### src/rtl/wdg_pkg.sv
// Shared types and constants for the watchdog reset/NMI controller.
//   rst_state_e : controller FSM states
//   CAUSE_*     : bit positions inside the sticky reset-cause register
//   cause_bit() : one-hot cause value for a given bit position
package wdg_pkg;

  localparam int unsigned CAUSE_W = 4;
  localparam int unsigned CNT_W   = 8;

  localparam int unsigned CAUSE_POR = 0;
  localparam int unsigned CAUSE_WDG = 1;
  localparam int unsigned CAUSE_EXT = 2;
  localparam int unsigned CAUSE_SW  = 3;

  typedef enum logic [1:0] {
    RST_RUN    = 2'd0,
    RST_HOLD   = 2'd1,
    RST_SETTLE = 2'd2
  } rst_state_e;

  function automatic logic [CAUSE_W-1:0] cause_bit(input int unsigned idx);
    return CAUSE_W'(1) << idx;
  endfunction

endpackage

### src/rtl/wdg_reset_ctrl_if.sv
// Request/status bundle between the SoC and the reset controller.
//   master : request sources (watchdog, NMI, external, software, clear/ack)
//   slave  : the reset controller, producing reset, done, cause and NMI status
interface wdg_reset_ctrl_if
  import wdg_pkg::*;
#(
  parameter int unsigned NMI_CNT_W = 8
);

  logic                 reset_wdg_n;
  logic                 nmi;
  logic                 ext_rst_req;
  logic                 sw_rst_req;
  logic                 cause_clr;
  logic                 nmi_ack;
  logic                 sys_rst;
  logic                 rst_done;
  logic [CAUSE_W-1:0]   rst_cause;
  logic                 nmi_irq;
  logic [NMI_CNT_W-1:0] nmi_cnt;
  logic [CNT_W-1:0]     wdg_rst_cnt;

  modport master (
    output reset_wdg_n, nmi, ext_rst_req, sw_rst_req, cause_clr, nmi_ack,
    input  sys_rst, rst_done, rst_cause, nmi_irq, nmi_cnt, wdg_rst_cnt
  );

  modport slave (
    input  reset_wdg_n, nmi, ext_rst_req, sw_rst_req, cause_clr, nmi_ack,
    output sys_rst, rst_done, rst_cause, nmi_irq, nmi_cnt, wdg_rst_cnt
  );

endinterface

### src/rtl/wdg_edge_det.sv
// Single-edge detector with configurable polarity and history reset value.
//   clk, reset : clock, synchronous active-high reset
//   din        : level to watch
//   edge_c     : combinational one-cycle strobe (rising, or falling if FALL=1)
module wdg_edge_det #(
  parameter bit FALL    = 1'b0,
  parameter bit RST_VAL = 1'b0
) (
  input  logic clk,
  input  logic reset,
  input  logic din,
  output logic edge_c
);

  logic q;

  always_ff @(posedge clk) begin
    if (reset) q <= RST_VAL;
    else       q <= din;
  end

  assign edge_c = FALL ? (q & ~din) : (din & ~q);

endmodule

### src/rtl/wdg_reset_ctrl.sv
// Reset/NMI controller downstream of the watchdog: stretches reset requests
// into sys_rst, adds a settle window before rst_done, records the reset cause
// and latches/counts NMI events.
//   clk, reset : clock, synchronous active-high power-on reset
//   bus        : wdg_reset_ctrl_if.slave (requests in, reset/status out)
// Optional macro WDG_RST_CNT_EN builds the saturating watchdog-reset counter;
// without it wdg_rst_cnt is tied to zero.
module wdg_reset_ctrl
  import wdg_pkg::*;
#(
  parameter int unsigned HOLD_CYC   = 16,
  parameter int unsigned SETTLE_CYC = 8,
  parameter int unsigned NMI_CNT_W  = 8
) (
  input  logic                   clk,
  input  logic                   reset,
  wdg_reset_ctrl_if.slave        bus
);

  rst_state_e           state;
  logic [CNT_W-1:0]     cnt;
  logic                 sys_rst;
  logic                 rst_done;
  logic [CAUSE_W-1:0]   rst_cause;
  logic                 nmi_irq;
  logic [NMI_CNT_W-1:0] nmi_cnt;

  logic                 wdg_e;
  logic                 nmi_e;
  logic [CAUSE_W-1:0]   req_src_c;
  logic                 req_c;
  logic                 nmi_acc_c;
  logic                 enter_hold_c;

  // A held-low watchdog request counts once, so only its falling edge matters.
  wdg_edge_det #(.FALL(1'b1), .RST_VAL(1'b1)) u_wdg_edge (
    .clk    (clk),
    .reset  (reset),
    .din    (bus.reset_wdg_n),
    .edge_c (wdg_e)
  );

  wdg_edge_det #(.FALL(1'b0), .RST_VAL(1'b0)) u_nmi_edge (
    .clk    (clk),
    .reset  (reset),
    .din    (bus.nmi),
    .edge_c (nmi_e)
  );

  // Request sources of this cycle, placed at their cause-register positions.
  always_comb begin
    req_src_c            = '0;
    req_src_c[CAUSE_WDG] = wdg_e;
    req_src_c[CAUSE_EXT] = bus.ext_rst_req;
    req_src_c[CAUSE_SW]  = bus.sw_rst_req;
  end

  assign req_c        = |req_src_c;
  assign nmi_acc_c    = nmi_e & ~sys_rst;
  assign enter_hold_c = req_c & (state != RST_HOLD);

  // Reset sequencing FSM with registered (Moore) outputs and cause tracking.
  always_ff @(posedge clk) begin
    if (reset) begin
      state     <= RST_HOLD;
      cnt       <= '0;
      sys_rst   <= 1'b1;
      rst_done  <= 1'b0;
      rst_cause <= cause_bit(CAUSE_POR);
    end else begin
      case (state)
        RST_HOLD: begin
          if (req_c) begin
            cnt       <= '0;
            rst_cause <= rst_cause | req_src_c;
          end else if (cnt == CNT_W'(HOLD_CYC - 1)) begin
            state   <= RST_SETTLE;
            cnt     <= '0;
            sys_rst <= 1'b0;
          end else begin
            cnt <= cnt + CNT_W'(1);
          end
        end
        RST_SETTLE: begin
          if (req_c) begin
            state     <= RST_HOLD;
            cnt       <= '0;
            sys_rst   <= 1'b1;
            rst_cause <= rst_cause | req_src_c;
          end else if (cnt == CNT_W'(SETTLE_CYC - 1)) begin
            state    <= RST_RUN;
            cnt      <= '0;
            rst_done <= 1'b1;
          end else begin
            cnt <= cnt + CNT_W'(1);
          end
        end
        RST_RUN: begin
          // A new reset replaces the cause history, dropping the POR bit.
          if (req_c) begin
            state     <= RST_HOLD;
            cnt       <= '0;
            sys_rst   <= 1'b1;
            rst_done  <= 1'b0;
            rst_cause <= req_src_c;
          end else if (bus.cause_clr) begin
            rst_cause <= '0;
          end
        end
        default: begin
          state    <= RST_HOLD;
          cnt      <= '0;
          sys_rst  <= 1'b1;
          rst_done <= 1'b0;
        end
      endcase
    end
  end

  // NMI flag and saturating event counter; edges are ignored while in reset.
  always_ff @(posedge clk) begin
    if (reset) begin
      nmi_irq <= 1'b0;
      nmi_cnt <= '0;
    end else begin
      if (enter_hold_c)        nmi_irq <= 1'b0;
      else if (nmi_acc_c)      nmi_irq <= 1'b1;
      else if (bus.nmi_ack)    nmi_irq <= 1'b0;
      if (nmi_acc_c && !(&nmi_cnt)) nmi_cnt <= nmi_cnt + NMI_CNT_W'(1);
    end
  end

`ifdef WDG_RST_CNT_EN
  logic [CNT_W-1:0] wdg_rst_cnt;

  // Counts every watchdog request edge, regardless of controller state.
  always_ff @(posedge clk) begin
    if (reset)                         wdg_rst_cnt <= '0;
    else if (wdg_e && !(&wdg_rst_cnt)) wdg_rst_cnt <= wdg_rst_cnt + CNT_W'(1);
  end

  assign bus.wdg_rst_cnt = wdg_rst_cnt;
`else
  assign bus.wdg_rst_cnt = '0;
`endif

  assign bus.sys_rst   = sys_rst;
  assign bus.rst_done  = rst_done;
  assign bus.rst_cause = rst_cause;
  assign bus.nmi_irq   = nmi_irq;
  assign bus.nmi_cnt   = nmi_cnt;

endmodule

### src/flat_wrapper.sv
// flat-port wrapper written by rule: the top's interface ports become plain ports
module wdg_reset_ctrl_flat import wdg_pkg::*;
#(
  parameter int unsigned HOLD_CYC   = 16,
  parameter int unsigned SETTLE_CYC = 8,
  parameter int unsigned NMI_CNT_W  = 8
)
  (clk, reset, bus_reset_wdg_n, bus_nmi, bus_ext_rst_req, bus_sw_rst_req, bus_cause_clr, bus_nmi_ack, bus_sys_rst, bus_rst_done, bus_rst_cause, bus_nmi_irq, bus_nmi_cnt, bus_wdg_rst_cnt);
  wdg_reset_ctrl_if #(.NMI_CNT_W(NMI_CNT_W)) bus_i ();
  input  logic clk;
  input  logic reset;
  input wire logic [$bits(bus_i.reset_wdg_n)-1:0] bus_reset_wdg_n;
  input wire logic [$bits(bus_i.nmi)-1:0] bus_nmi;
  input wire logic [$bits(bus_i.ext_rst_req)-1:0] bus_ext_rst_req;
  input wire logic [$bits(bus_i.sw_rst_req)-1:0] bus_sw_rst_req;
  input wire logic [$bits(bus_i.cause_clr)-1:0] bus_cause_clr;
  input wire logic [$bits(bus_i.nmi_ack)-1:0] bus_nmi_ack;
  output wire logic [$bits(bus_i.sys_rst)-1:0] bus_sys_rst;
  output wire logic [$bits(bus_i.rst_done)-1:0] bus_rst_done;
  output wire logic [$bits(bus_i.rst_cause)-1:0] bus_rst_cause;
  output wire logic [$bits(bus_i.nmi_irq)-1:0] bus_nmi_irq;
  output wire logic [$bits(bus_i.nmi_cnt)-1:0] bus_nmi_cnt;
  output wire logic [$bits(bus_i.wdg_rst_cnt)-1:0] bus_wdg_rst_cnt;
  assign bus_i.reset_wdg_n = bus_reset_wdg_n;
  assign bus_i.nmi = bus_nmi;
  assign bus_i.ext_rst_req = bus_ext_rst_req;
  assign bus_i.sw_rst_req = bus_sw_rst_req;
  assign bus_i.cause_clr = bus_cause_clr;
  assign bus_i.nmi_ack = bus_nmi_ack;
  assign bus_sys_rst = bus_i.sys_rst;
  assign bus_rst_done = bus_i.rst_done;
  assign bus_rst_cause = bus_i.rst_cause;
  assign bus_nmi_irq = bus_i.nmi_irq;
  assign bus_nmi_cnt = bus_i.nmi_cnt;
  assign bus_wdg_rst_cnt = bus_i.wdg_rst_cnt;
  wdg_reset_ctrl #(.HOLD_CYC(HOLD_CYC), .SETTLE_CYC(SETTLE_CYC), .NMI_CNT_W(NMI_CNT_W)) u_core (.clk(clk), .reset(reset), .bus(bus_i));
endmodule
### config.mk
export PLATFORM = sky130hd
export DESIGN_NAME = wdg_reset_ctrl_flat
export DESIGN_NICKNAME = d
export VERILOG_FILES = /design/src/rtl/wdg_pkg.sv /design/src/rtl/wdg_reset_ctrl_if.sv /design/src/rtl/wdg_edge_det.sv /design/src/rtl/wdg_reset_ctrl.sv /design/src/flat_wrapper.sv
export SDC_FILE = /design/constraint.sdc
export NUM_CORES = 1
export LEC_CHECK = 0
export CORE_ASPECT_RATIO = 1.1
export CORE_MARGIN = 3
export CORE_UTILIZATION = 50
export DETAILED_ROUTE_END_ITERATION = 10
export PLACE_DENSITY = 0.79
export SLEW_MARGIN = 20
export SYNTH_ARGS = -nofsm -noshare
export SYNTH_HDL_FRONTEND = slang
export SYNTH_SLANG_ARGS = --single-unit
### constraint.sdc
create_clock -name clk -period 4.8 [get_ports clk]
set_clock_uncertainty 0.2 [all_clocks]
set_input_delay 1.2 -clock clk [delete_from_list [all_inputs] [get_ports clk]]
set_output_delay 1.2 -clock clk [all_outputs]
set_load 0.01 [all_outputs]
Figure 1. Met3 routing (run 1).
Scale bar: 20 um. Cells faint in the background.
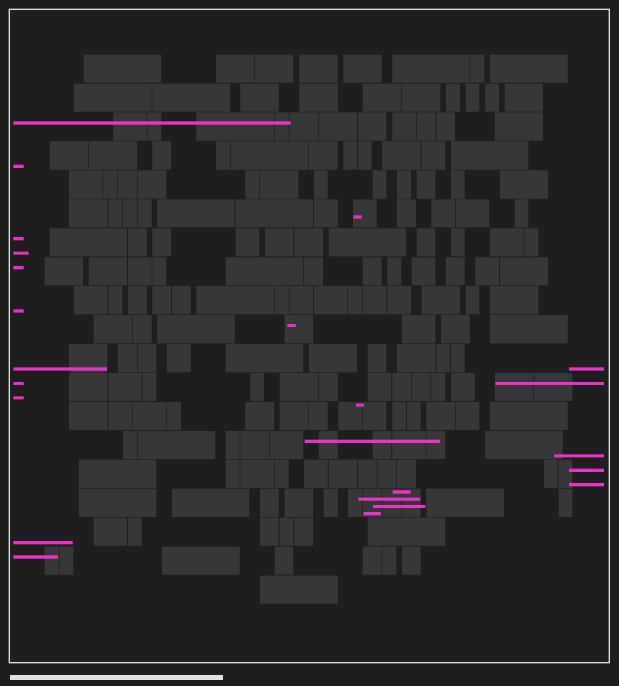
nets with wire on the layer	22
main direction	horizontal
share of all routed wire	3.5%
wire length on this layer	98.0 um
longest straight run	25.8 um
Detailed Route WL: 2800 um
met3 track demand over resource: 2.52%
via count: 1198

Figure 2. Routed metal, one colour a layer (run 1).
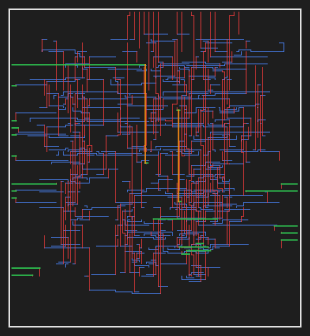
colour	layer	wire length
green	metal 3	98.0 um
blue	metal 1	1310 um
red	metal 2	1360 um
orange	metal 4	36.7 um
overall fraction of global-route tracks in use: 17.4%
average wire per cell in the routed design: 12.6 um

==> impl_metrics.ini, run 1 <==
; generated from flow reports
[status]
run_status = finished clean

[floorplanning]
core_area_um2 = 2570

[worst_setup_path]
critPathSlowestCell = clkdlybuf4s50_1
regToRegEndpoint = u_core.cnt[5]$_SDFFE_PP0N_
worstPathCellList = clkdlybuf4s50_1 > nor3b_1 > o21ai_0 > nor3_1 > xnor2_1 > nor2_1
reg2regPathDepth = 7

[yosys]
netlist.area_leader.share_pct = 38.9
synth_area_per_cell_um2 = 8.07
synthXorXnorAreaFrac_pct = 5.05

[power]
total_power_consumption_of_the_routed_design_mw = 0.375
seqPwrFrac_pct = 61.8
top_power_group = registers
total_switching_power_mw = 0.0953

[drt]
drt_first_iter_violations = 44
drt_pass1_iterations = 4

[clock_network]
cts_hold_buffers = 0
max-clock-path-buffers = 2
htree_levels = 1

[global_route]
grt_pass1_wl_um = 4890
number_of_antenna_violations_at_the_first_check_in_global_routing = 0

[finish]
finish.net_count = 207
layout.sequential_cells = 27
ff_latch_area_um2 = 541
layout.core_utilization_pct = 63.2
final.signal_buffer_count = 22
seqAreaFraction_pct = 33.3
final_layout_top_logic_cell = dfxtp_1

[sta]
fin_hold_ws_ns = 0.253

[flow_run]
warnings = 29
Figure 3. Clock network drawn from the DEF (run 1).
Scale bar: 20 um.
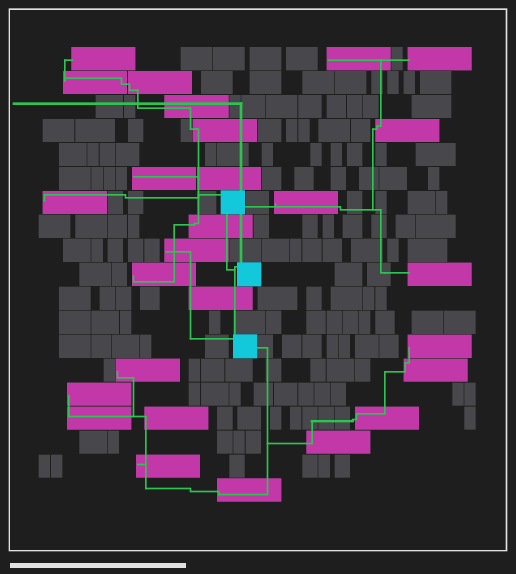
[cyan] clock drivers | count: 3
[green] clock wires | length: 304 um
[magenta] flip-flops | count: 27
routed clock nets	4
power of the clock network: 0.0981 mW
Clk network pwr share: 26.2%
Insertion Delay late pin: 0.32 ns

Figure 4. M2 wires (run 1).
Cells faint in the background.
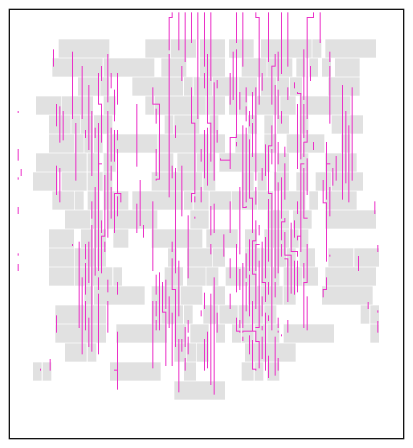
main direction	vertical
longest straight run	27.5 um
share of all routed wire	49%
wire length on this layer	1360 um
nets with wire on the layer	169
GR Util met2: 31.2%

## Run 2: what changed since run 1
--- a/config.mk
+++ b/config.mk
@@ -7,9 +7,9 @@
 export LEC_CHECK = 0
 export CORE_ASPECT_RATIO = 1.1
 export CORE_MARGIN = 3
-export CORE_UTILIZATION = 50
+export CORE_UTILIZATION = 44
 export DETAILED_ROUTE_END_ITERATION = 10
-export PLACE_DENSITY = 0.79
+export PLACE_DENSITY = 0.74
 export SLEW_MARGIN = 20
 export SYNTH_ARGS = -nofsm -noshare
 export SYNTH_HDL_FRONTEND = slang
==> constraint.sdc (replaced) <==
create_clock -name clk -period 2.4 [get_ports clk]
set_clock_uncertainty 0.2 [all_clocks]
set_input_delay 0.6 -clock clk [delete_from_list [all_inputs] [get_ports clk]]
set_output_delay 0.6 -clock clk [all_outputs]
set_load 0.01 [all_outputs]
Figure 5. Routing congestion map (run 2).
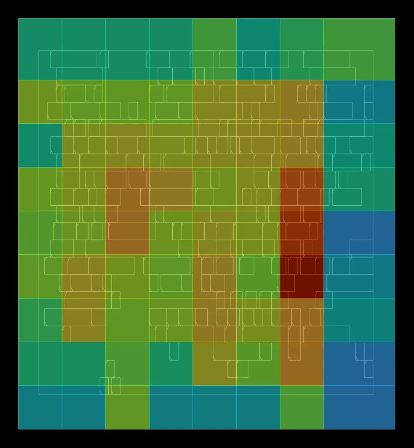
Top Usage Layer GRT: met2
met3 track demand over resource: 5.38%
overall fraction of global-route tracks in use: 16.6%
core utilization of the finished layout: 58.4%
average wire per cell in the routed design: 13.2 um

Figure 6. Met3 routing (run 2).
Scale bar: 20 um. Cells faint in the background.
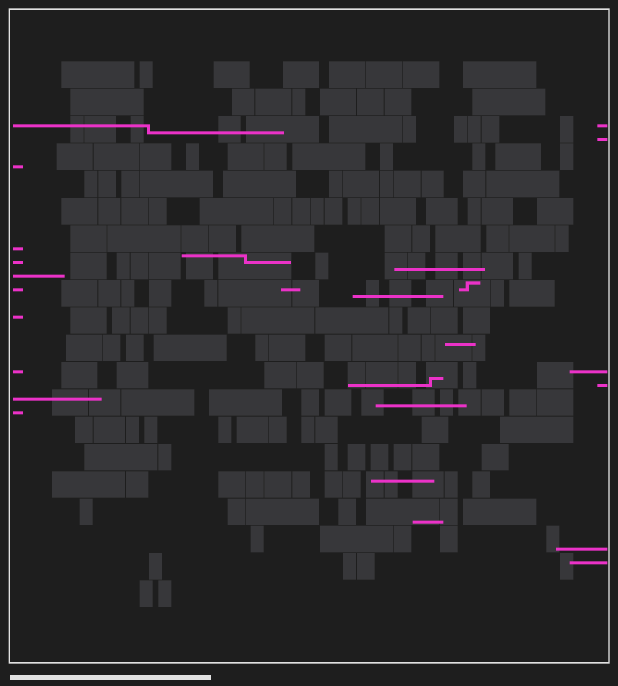
wire length on this layer	122 um
nets with wire on the layer	22
main direction	horizontal
longest straight run	13.3 um
share of all routed wire	4.0%
via count: 1272
Detailed Route WL: 3060 um

==> run 2 against run 1 <==
Against the previous run: hold slack improved by 0.0094 ns; die size rose by 12%; first-iteration DRC count rose by 23%; critical path depth fell by 5; flip-flop count did not move; final area rose by 3.6%; worst setup slack got worse by 1.7 ns; clock power rose by 120%; combinational power rose by 120%; critical endpoint is now bus_nmi_cnt[3]; largest cell class unchanged.
==> impl_metrics.ini, run 2 <==
; generated from flow reports
[finish]
seqAreaFraction_pct = 32.1
final_layout_top_logic_cell = dfxtp_1
layout.sequential_cells = 27
ff_latch_area_um2 = 541
finish.net_count = 214

[power]
total_switching_power_mw = 0.211
top_power_group = registers
total_power_consumption_of_the_routed_design_mw = 0.783
seqPwrFrac_pct = 59.2

[clock_network]
clock_insertion_delay_worst_skew_ns = 0.34
htree_levels = 1
max-clock-path-buffers = 2

[yosys]
netlist.area_leader.share_pct = 38.9
synthXorXnorAreaFrac_pct = 5.05

[flow_run]
warnings = 29

[global_route]
grt_pass1_wl_um = 5110
grt_util_met2_pct = 28.8

[sta]
fin_hold_ws_ns = 0.263
grt_setup_unrepaired = no

[worst_setup_path]
critPathSlowestCell = clkdlybuf4s50_1
worstPathCellList = clkdlybuf4s50_1
reg2regPathDepth = 5

[drt]
drc = 0
drt_first_iter_violations = 54
drt_pass1_iterations = 4

[status]
run_status = finished clean

[floorplanning]
fp-utilization_pct = 48.3

[placement]
portBuffers = 22
Figure 7. Clock network drawn from the DEF (run 2).
Scale bar: 20 um.
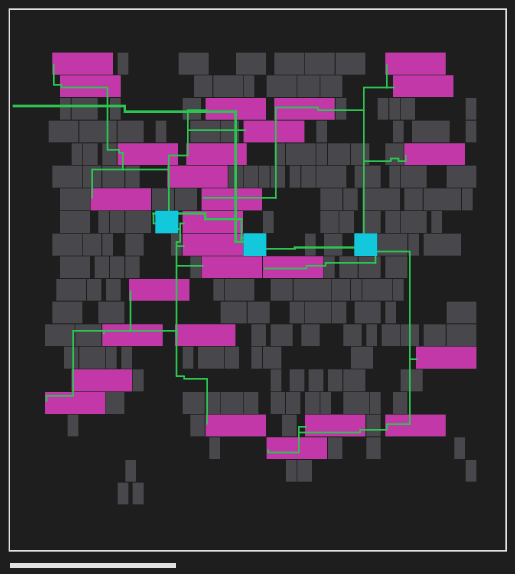
[green] clock wires | length: 325 um
[cyan] clock drivers | count: 3
[magenta] flip-flops | count: 27
routed clock nets	4
power of the clock network: 0.219 mW
Clk network pwr share: 28.0%

Figure 8. M2 wires (run 2).
Cells faint in the background.
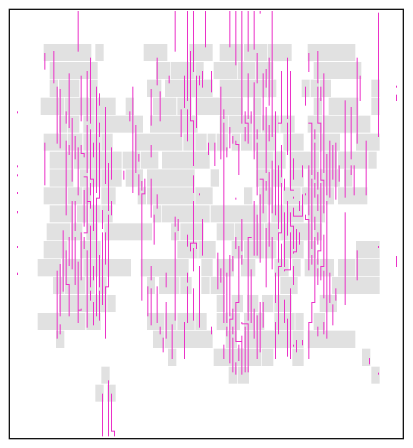

## Run 3: what changed since run 2
--- a/config.mk
+++ b/config.mk
@@ -10,6 +10,7 @@
 export CORE_UTILIZATION = 44
 export DETAILED_ROUTE_END_ITERATION = 10
 export PLACE_DENSITY = 0.74
+export RECOVER_POWER = 50
 export SLEW_MARGIN = 20
 export SYNTH_ARGS = -nofsm -noshare
 export SYNTH_HDL_FRONTEND = slang
Figure 9. M2 wires (run 3).
Cells faint in the background.
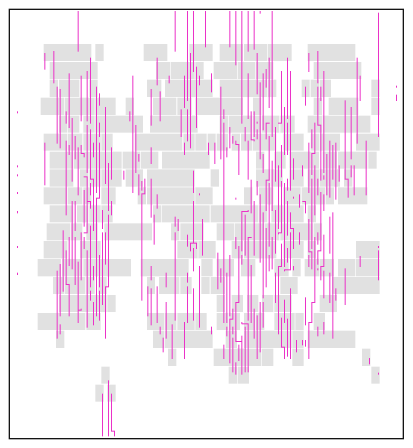
nets with wire on the layer	178
wire length on this layer	1540 um
main direction	vertical
longest straight run	30.3 um
share of all routed wire	50%
via count: 1280
Detailed Route WL: 3090 um
GR Util met2: 28.8%

Figure 10. Routed metal, one colour a layer (run 3).
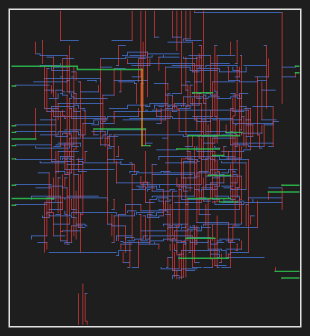
colour	layer	wire length
red	metal 2	1540 um
orange	metal 4	15.6 um
green	metal 3	139 um
blue	metal 1	1390 um
average wire per cell in the routed design: 13.3 um

==> run 3 against run 2 <==
Against the previous run: synthesized cell count did not move; register-to-register slack barely moved; clock power barely moved; count of clock-buffer cells in the layout did not move; synthesized area did not move; sequential share of layout area rose by 0.14 points; non-clock buffer count did not move; critical path depth did not move; core utilization fell by 0.26 points; via count rose by 0.63%; total power fell by 0.63%; die size did not move; largest power group unchanged.
==> impl_metrics.ini, run 3 <==
; generated from flow reports
[power]
top_power_group = registers
p_clk_share_pct = 28.2
clk-power_mw = 0.219

[yosys]
netlist.area_leader.share_pct = 38.9
synth_area_per_cell_um2 = 8.07

[drt]
drt_first_iter_violations = 62

[finish]
finish.net_count = 214
final.signal_buffer_count = 29
layout.sequential_cells = 27

[clock_network]
htree_levels = 1
cts_hold_buffers = 0

[sta]
grt_setup_unrepaired = no

[status]
run_status = finished clean

[worst_setup_path]
reg2regPathDepth = 6
critPathSlowestCell = clkdlybuf4s50_1

[global_route]
grt_pass1_wl_um = 5110
grt_usage_pct = 16.6

[flow_run]
warnings = 29

[placement]
portBuffers = 22

[floorplanning]
core_area_um2 = 2880
Figure 11. Routing congestion map (run 3).
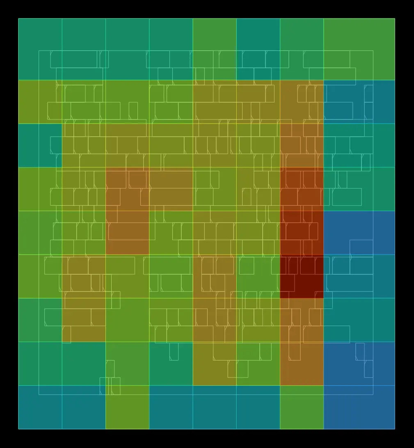
core utilization of the finished layout: 58.2%
Global Route met1 Usage: 20.1%

Power and IR drop assume default switching activity.
